[src/rtl/cache_axi_rd_arbiter_pkg.sv]
// Shared encodings for the cache AXI read arbiter: FSM states, grant
// encoding, AXI AR constants and default transaction IDs.
package cache_axi_rd_arbiter_pkg;

    typedef enum logic [1:0] {
        ST_IDLE = 2'd0,
        ST_ADDR = 2'd1,
        ST_DATA = 2'd2
    } state_t;

    // Grant encoding: 0 selects the icache, 1 selects the dcache.
    localparam logic GNT_IC = 1'b0;
    localparam logic GNT_DC = 1'b1;

    localparam logic [3:0] ID_IC_DEF      = 4'd0;
    localparam logic [3:0] ID_DC_DEF      = 4'd1;
    localparam logic [2:0] AXI_SIZE_4B    = 3'b010;
    localparam logic [1:0] AXI_BURST_INCR = 2'b01;

    function automatic logic [3:0] grant_id(input logic gnt,
                                            input logic [3:0] id_ic,
                                            input logic [3:0] id_dc);
        return (gnt == GNT_DC) ? id_dc : id_ic;
    endfunction

endpackage

[src/rtl/cache_axi_rd_arbiter_rr_arb2.sv]
// Two-requester round-robin grant: on a tie the requester that did not win
// last time is chosen. Purely combinational.
module rr_arb2
    import cache_axi_rd_arbiter_pkg::*;
(
    input  logic req_ic,
    input  logic req_dc,
    input  logic last_grant,
    output logic gnt_valid,
    output logic gnt
);

    always_comb begin
        gnt_valid = req_ic | req_dc;
        if (req_ic && req_dc) begin
            gnt = ~last_grant;
        end else if (req_dc) begin
            gnt = GNT_DC;
        end else begin
            gnt = GNT_IC;
        end
    end

endmodule

[src/rtl/cache_axi_rd_arbiter.sv]
// Shares one AXI read port between icache and dcache: round-robin grant, one
// outstanding burst at a time, R beats steered back and checked for protocol errors.
module cache_axi_rd_arbiter
    import cache_axi_rd_arbiter_pkg::*;
#(
    parameter logic [3:0] ID_IC    = ID_IC_DEF,
    parameter logic [3:0] ID_DC    = ID_DC_DEF,
    parameter logic [2:0] AR_SIZE  = AXI_SIZE_4B,
    parameter logic [1:0] AR_BURST = AXI_BURST_INCR
) (
    input  logic        clk,
    input  logic        rst,

    input  logic [31:0] ic_araddr,
    input  logic [7:0]  ic_arlen,
    input  logic        ic_arvalid,
    output logic        ic_arready,
    output logic [31:0] ic_rdata,
    output logic        ic_rvalid,
    output logic        ic_rlast,
    input  logic        ic_rready,

    input  logic [31:0] dc_araddr,
    input  logic [7:0]  dc_arlen,
    input  logic        dc_arvalid,
    output logic        dc_arready,
    output logic [31:0] dc_rdata,
    output logic        dc_rvalid,
    output logic        dc_rlast,
    input  logic        dc_rready,

    output logic [3:0]  m_arid,
    output logic [31:0] m_araddr,
    output logic [7:0]  m_arlen,
    output logic [2:0]  m_arsize,
    output logic [1:0]  m_arburst,
    output logic        m_arvalid,
    input  logic        m_arready,
    input  logic [3:0]  m_rid,
    input  logic [31:0] m_rdata,
    input  logic [1:0]  m_rresp,
    input  logic        m_rlast,
    input  logic        m_rvalid,
    output logic        m_rready,

    output logic        rd_err
);

    state_t      state;
    state_t      state_nxt;
    logic        grant;
    logic        last_grant;
    logic [7:0]  beat_cnt;
    logic [7:0]  len_r;
    logic        arb_valid;
    logic        arb_gnt;
    logic        r_hs;
    logic        beat_err;
    logic [3:0]  cur_id;

    rr_arb2 u_rr_arb2 (
        .req_ic     (ic_arvalid),
        .req_dc     (dc_arvalid),
        .last_grant (last_grant),
        .gnt_valid  (arb_valid),
        .gnt        (arb_gnt)
    );

    assign m_arsize  = AR_SIZE;
    assign m_arburst = AR_BURST;

    assign cur_id = grant_id(grant, ID_IC, ID_DC);
    assign r_hs   = (state == ST_DATA) && m_rvalid && m_rready;

    // A beat is bad if rlast disagrees with the count, or the ID/response is wrong.
    assign beat_err = (m_rlast != (beat_cnt == len_r)) ||
                      (m_rid != cur_id) ||
                      (m_rresp != 2'b00);

    // NOTE: sequential state uses non-blocking (<=) so every flop samples pre-edge values.
    always_ff @(posedge clk or negedge rst) begin
        if (!rst) begin
            state <= ST_IDLE;
        end else begin
            state <= state_nxt;
        end
    end

    always_comb begin
        state_nxt = state;
        case (state)
            ST_IDLE: if (arb_valid)         state_nxt = ST_ADDR;
            ST_ADDR: if (m_arready)         state_nxt = ST_DATA;
            ST_DATA: if (r_hs && m_rlast)   state_nxt = ST_IDLE;
            default:                        state_nxt = ST_IDLE;
        endcase
    end

    always_ff @(posedge clk or negedge rst) begin
        if (!rst) begin
            grant      <= GNT_IC;
            last_grant <= GNT_DC;
            beat_cnt   <= 8'd0;
            len_r      <= 8'd0;
            rd_err     <= 1'b0;
        end else begin
            if (state == ST_IDLE && arb_valid) begin
                grant    <= arb_gnt;
                len_r    <= (arb_gnt == GNT_DC) ? dc_arlen : ic_arlen;
                beat_cnt <= 8'd0;
            end
            if (state == ST_ADDR && m_arready) begin
                last_grant <= grant;
            end
            if (r_hs) begin
                beat_cnt <= beat_cnt + 8'd1;
                if (beat_err) begin
                    rd_err <= 1'b1;
                end
            end
        end
    end

    // NOTE: every output gets a default first so no path leaves one unassigned (no latches).
    always_comb begin
        m_arvalid  = 1'b0;
        m_arid     = 4'd0;
        m_araddr   = 32'd0;
        m_arlen    = 8'd0;
        m_rready   = 1'b0;
        ic_arready = 1'b0;
        dc_arready = 1'b0;
        ic_rvalid  = 1'b0;
        ic_rlast   = 1'b0;
        ic_rdata   = 32'd0;
        dc_rvalid  = 1'b0;
        dc_rlast   = 1'b0;
        dc_rdata   = 32'd0;
        case (state)
            ST_ADDR: begin
                m_arvalid  = 1'b1;
                m_arid     = cur_id;
                m_araddr   = (grant == GNT_DC) ? dc_araddr : ic_araddr;
                m_arlen    = (grant == GNT_DC) ? dc_arlen  : ic_arlen;
                ic_arready = (grant == GNT_IC) && m_arready;
                dc_arready = (grant == GNT_DC) && m_arready;
            end
            ST_DATA: begin
                m_rready  = (grant == GNT_DC) ? dc_rready : ic_rready;
                ic_rvalid = (grant == GNT_IC) && m_rvalid;
                ic_rlast  = (grant == GNT_IC) && m_rlast;
                dc_rvalid = (grant == GNT_DC) && m_rvalid;
                dc_rlast  = (grant == GNT_DC) && m_rlast;
                ic_rdata  = m_rdata;
                dc_rdata  = m_rdata;
            end
            default: ;
        endcase
    end

endmodule

[config.mk]
export PLATFORM = sky130hd
export DESIGN_NAME = cache_axi_rd_arbiter
export DESIGN_NICKNAME = d
export VERILOG_FILES = /design/src/rtl/cache_axi_rd_arbiter_pkg.sv /design/src/rtl/cache_axi_rd_arbiter_rr_arb2.sv /design/src/rtl/cache_axi_rd_arbiter.sv
export SDC_FILE = /design/constraint.sdc
export NUM_CORES = 1
export LEC_CHECK = 0
export CAP_MARGIN = 20
export CELL_PAD_IN_SITES_DETAIL_PLACEMENT = 1
export CELL_PAD_IN_SITES_GLOBAL_PLACEMENT = 1
export CORE_MARGIN = 2
export CORE_UTILIZATION = 18
export DETAILED_ROUTE_END_ITERATION = 16
export GPL_TIMING_DRIVEN = 1
export PLACE_DENSITY = 0.77
export SYNTH_ARGS = -nofsm -noshare
export SYNTH_HDL_FRONTEND = slang
export SYNTH_SLANG_ARGS = --single-unit
[constraint.sdc]
create_clock -name clk -period 1.9 [get_ports clk]
set_input_delay 0.57 -clock clk [delete_from_list [all_inputs] [get_ports clk]]
set_output_delay 0.57 -clock clk [all_outputs]
set_load 0.03 [all_outputs]
Fig. 1: run 1, met1 routing
Supply wires on this layer in grey.
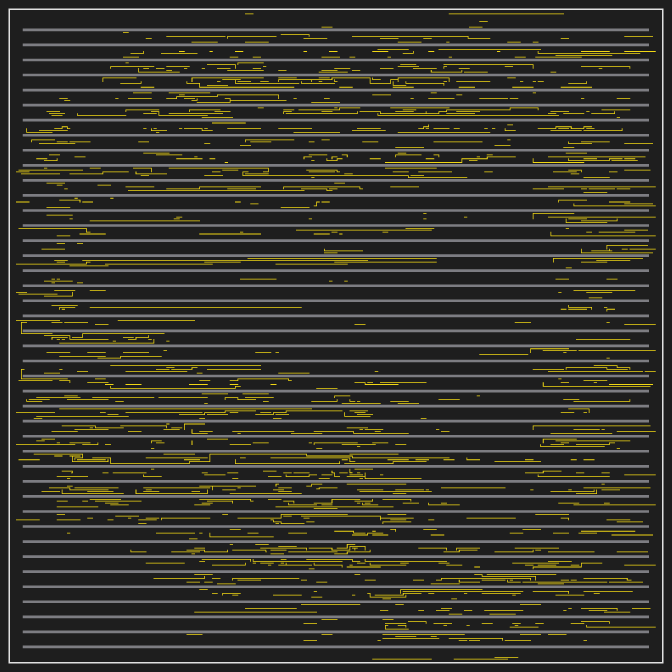
545 nets have wire on it. The longest straight run is 51.5 um. The layer holds 38% of the routed length. The layer carries 4460 um of wire.

Fig. 2: run 1, placement density heat map
The die is cut into 12 by 12 equal tiles; white is low, dark blue is high, 0 to 100% covered.
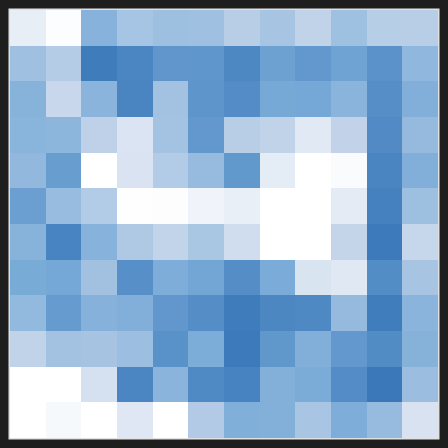
9.7% of the tiles are nearly empty. The fullest tile reaches 71%. The mean over all tiles is 39%.
Finished Core Util: 45.0%
Starting Density: 18.5%
CORE AREA: 12600 um^2

==> deck_impl_summary.md, run 1 <==
Key Metrics from the Run

Cells and area
  – Fin cells: approximately 710
  – Clock buf count: 4
  – Max-area cell class: non-clock buffers
  – N_diodes: 0
  – Nets: 662
  – Share of cells above drive strength 1: 48.0%
  – Synth-to-Final Area Change: 143%
  – Seq area share: 9.33%
  – Most frequent cells in the layout: clkdlybuf4s50_1, buf_6, buf_4
  – Layout fillers: 1435

STA
  – Setup_tns: -9040 ps
  – RSZ-0062 raised after global routing: yes
  – Fin crit period: 2020 ps
  – Max-slew violation count: 0
  – Final setup vio count: 110
  – Max_slew headroom: 57.4%
  – Fmax achieved: 0.495 GHz
  – Setup WS post-layout: -122 ps

Clock tree
  – H-tree levels: 1
  – CTS clock-pin slew for the worst setup and hold paths: 60 ps
  – Post-cts repair resize count: 131
  – Clock sinks: 21
  – Longest Clk Path Bufs: 2

Power and ir drop
  – Clk pwr share: approximately 6.0%
  – Tot Pwr: 7.57 mW
  – Combinational power: 6.37 mW
  – Switching pwr: 3.54 mW
  – Flop+latch power: 747 uW
  – P_clk: 451 uW
  – Internal power: around 4.0 mW

Run status
  – Status: finished, violations left
  – Failing checks: negative setup slack

Worst setup path
  – Crit path capture type: output port
  – CP Class: reg -> out
  – R2r worst-path depth: 8
  – Crit path to: m_araddr[12]
  – Worst path depth: 5
  – CP arrival: 1450 ps
  – Crit Reg-Reg Endpoint: beat_cnt[4]
  – Worst-path cell with the longest stage delay: dfrtp_2
  – Critical path cell sequence: buf_6 -> buf_12 -> mux2i_1 -> nor2_2 -> buf_4
  – Crit path launch type: flip-flop
  – CP Max Fanout: 11
  – WP data required: around 1300 ps

Synthesis
  – Mapped Area: 2330 um^2
  – MUX area fraction: approximately 26%
  – Area leader share: 21.9%
  – Yosys cell count: 288
  – Top_reg_cell synth: dfrtp_1
  – Simple Share, Synth: between 20% and 30%
  – Aoi share: 5.58%
  – FA/HA/MAJ Cells, Area Fraction: 0.536%
  – Yosys top cell by area: mux2i_1

Global route
  – M2 GR Usage: 31.9%
  – Top Usage Layer GRT: met2
  – Grt met1 use: 17.4%
  – First-pass GRT wire length: 17.7 mm
  – Initial antenna violation count: 0
  – Tot GR Track Use: between 10% and 20%

Drt
  – WL met2: 6.42 mm
  – TritonRoute pass-1 iters: 4
  – Top Layer Used: met4
  – Met3 WL: 801 um
  – Via count: roughly 2900
  – DRT antenna net count: 0

Floorplanning
  – Die ar.: between 10000 and 15000 um^2
  – I/O pins: ~250
  – Die H: 118 um

Place
  – Placed cell area: 4720 um^2
  – Dpl cells: approximately 680

Job
  – Log Warnings: 29
Fig. 3: run 1, nets reached from selected ports
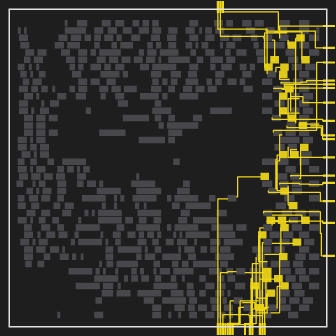
Key: yellow = m_rdata [bits 32, direction input, edge 16 right, 13 bottom, 3 top, end cells 32, buffers 32, wire 1110 um]

## Run 2: what changed since run 1
--- a/config.mk
+++ b/config.mk
@@ -8,11 +8,12 @@
 export CAP_MARGIN = 20
 export CELL_PAD_IN_SITES_DETAIL_PLACEMENT = 1
 export CELL_PAD_IN_SITES_GLOBAL_PLACEMENT = 1
-export CORE_MARGIN = 2
-export CORE_UTILIZATION = 18
+export CORE_AREA = 2 2 96 98
 export DETAILED_ROUTE_END_ITERATION = 16
+export DIE_AREA = 0 0 98 100
+export DONT_BUFFER_PORTS = 1
 export GPL_TIMING_DRIVEN = 1
-export PLACE_DENSITY = 0.77
+export PLACE_DENSITY = 0.52
 export SYNTH_ARGS = -nofsm -noshare
 export SYNTH_HDL_FRONTEND = slang
 export SYNTH_SLANG_ARGS = --single-unit
Fig. 4: run 2, nets reached from selected ports
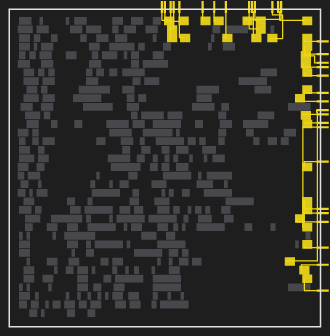
Key: yellow = m_rdata [bits 32, direction input, edge 18 right, 14 top, end cells 32, buffers 0, wire 315 um]
I/O pins: 249
IO buf count: 0

==> run 2 against run 1 <==
Effect of this change:
- the run still ends with negative setup slack left
- die area decreased by 29%
- first-iteration DRC count shrank 58%
- flip-flop count stayed put
- sequential share of layout area increased by 6.6 points
- core utilization decreased by 7.6 points
- register-to-register slack better by 50 ps
- routed wire length is 28% lower
- maximum frequency is 1.6% higher
- final cell count shrank 39%
- cell area decreased by 42%
- critical path type unchanged
- highest routed layer unchanged
==> deck_impl_summary.md, run 2 <==
Key Metrics from the Run

Drt
  – DRT antenna net count: 0 (unchanged)
  – TritonRoute pass-1 iters: 4 (unchanged)
  – Top Layer Used: met4
  – Via count: 2110 (-28%)
  – Met3 WL: 738 um (-7.9%)
  – WL met2: 4.66 mm (-27%)

Worst setup path
  – Crit path launch type: flip-flop
  – CP Max Fanout: 8 (-3)
  – Crit path capture type: output port
  – WP data required: 1330 ps (about the same)
  – CP Class: reg -> out
  – Critical path cell sequence: buf_12 -> buf_16 -> mux2i_1 -> nor2_1 -> buf_4

Run status
  – Status: finished, violations left
  – Failing checks: negative setup slack

Cells and area
  – Most frequent cells in the layout: mux2i_1, buf_4, and2_4
  – Seq area share: 16.0% (+6.6 points)
  – Finished Core Util: 37.3% (-7.6 points)
  – Max-area cell class: combinational gates
  – Fin cells: 427 (-39%)
  – Clock buf count: 3 (-1)
  – Nets: 445 (-33%)

Clock tree
  – Clock sinks: 21 (unchanged)
  – H-tree levels: 1 (unchanged)
  – Longest Clk Path Bufs: 2 (unchanged)

Synthesis
  – Area leader share: 21.9% (unchanged)
  – Simple Share, Synth: 24.6% (unchanged)
  – Mapped Area: 2330 um^2 (unchanged)
  – Yosys top cell by area: mux2i_1
  – MUX area fraction: 25.9% (unchanged)
  – Yosys cell count: 288 (unchanged)
  – Top_reg_cell synth: dfrtp_1

Floorplanning
  – Die ar.: 9800 um^2 (-29%)
  – Starting Density: 26.2% (+7.8 points)
  – Die H: 100 um (-15%)

STA
  – Max_slew headroom: 35.1% (-22 points)
  – Max-slew violation count: 0 (unchanged)
  – Setup WS post-layout: -90.5 ps (+31.1 ps)
  – Fmax achieved: 0.502 GHz (+1.6%)
  – Final setup vio count: 105 (-4.5%)

Job
  – Log Warnings: 29 (unchanged)

Power and ir drop
  – Combinational power: 5.03 mW (-21%)
  – Tot Pwr: 6.11 mW (-19%)
  – Internal power: 2.93 mW (-27%)

Global route
  – Grt met1 use: 14.8% (-2.7 points)
  – First-pass GRT wire length: 11.0 mm (-38%)
  – Top Usage Layer GRT: met2

Place
  – Dpl cells: 401 (-41%)
  – Placed cell area: 2710 um^2 (-43%)
Fig. 5: run 2, placement density heat map
The die is cut into 10 by 10 equal tiles; white is low, dark blue is high, 0 to 100% covered.
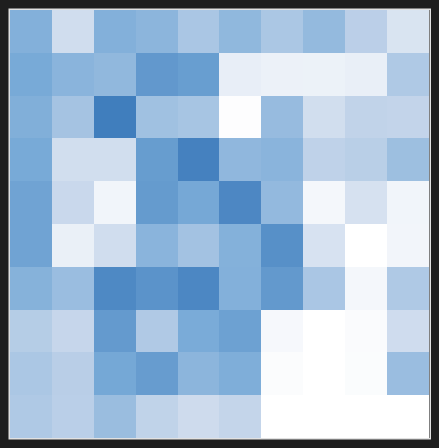
The densest ninth of the die: middle. 9.0% of the tiles are nearly empty. The fullest tile reaches 69%. The emptiest ninth of the die: bottom right.

No activity file was given, so power comes from the tool's default toggle rates.
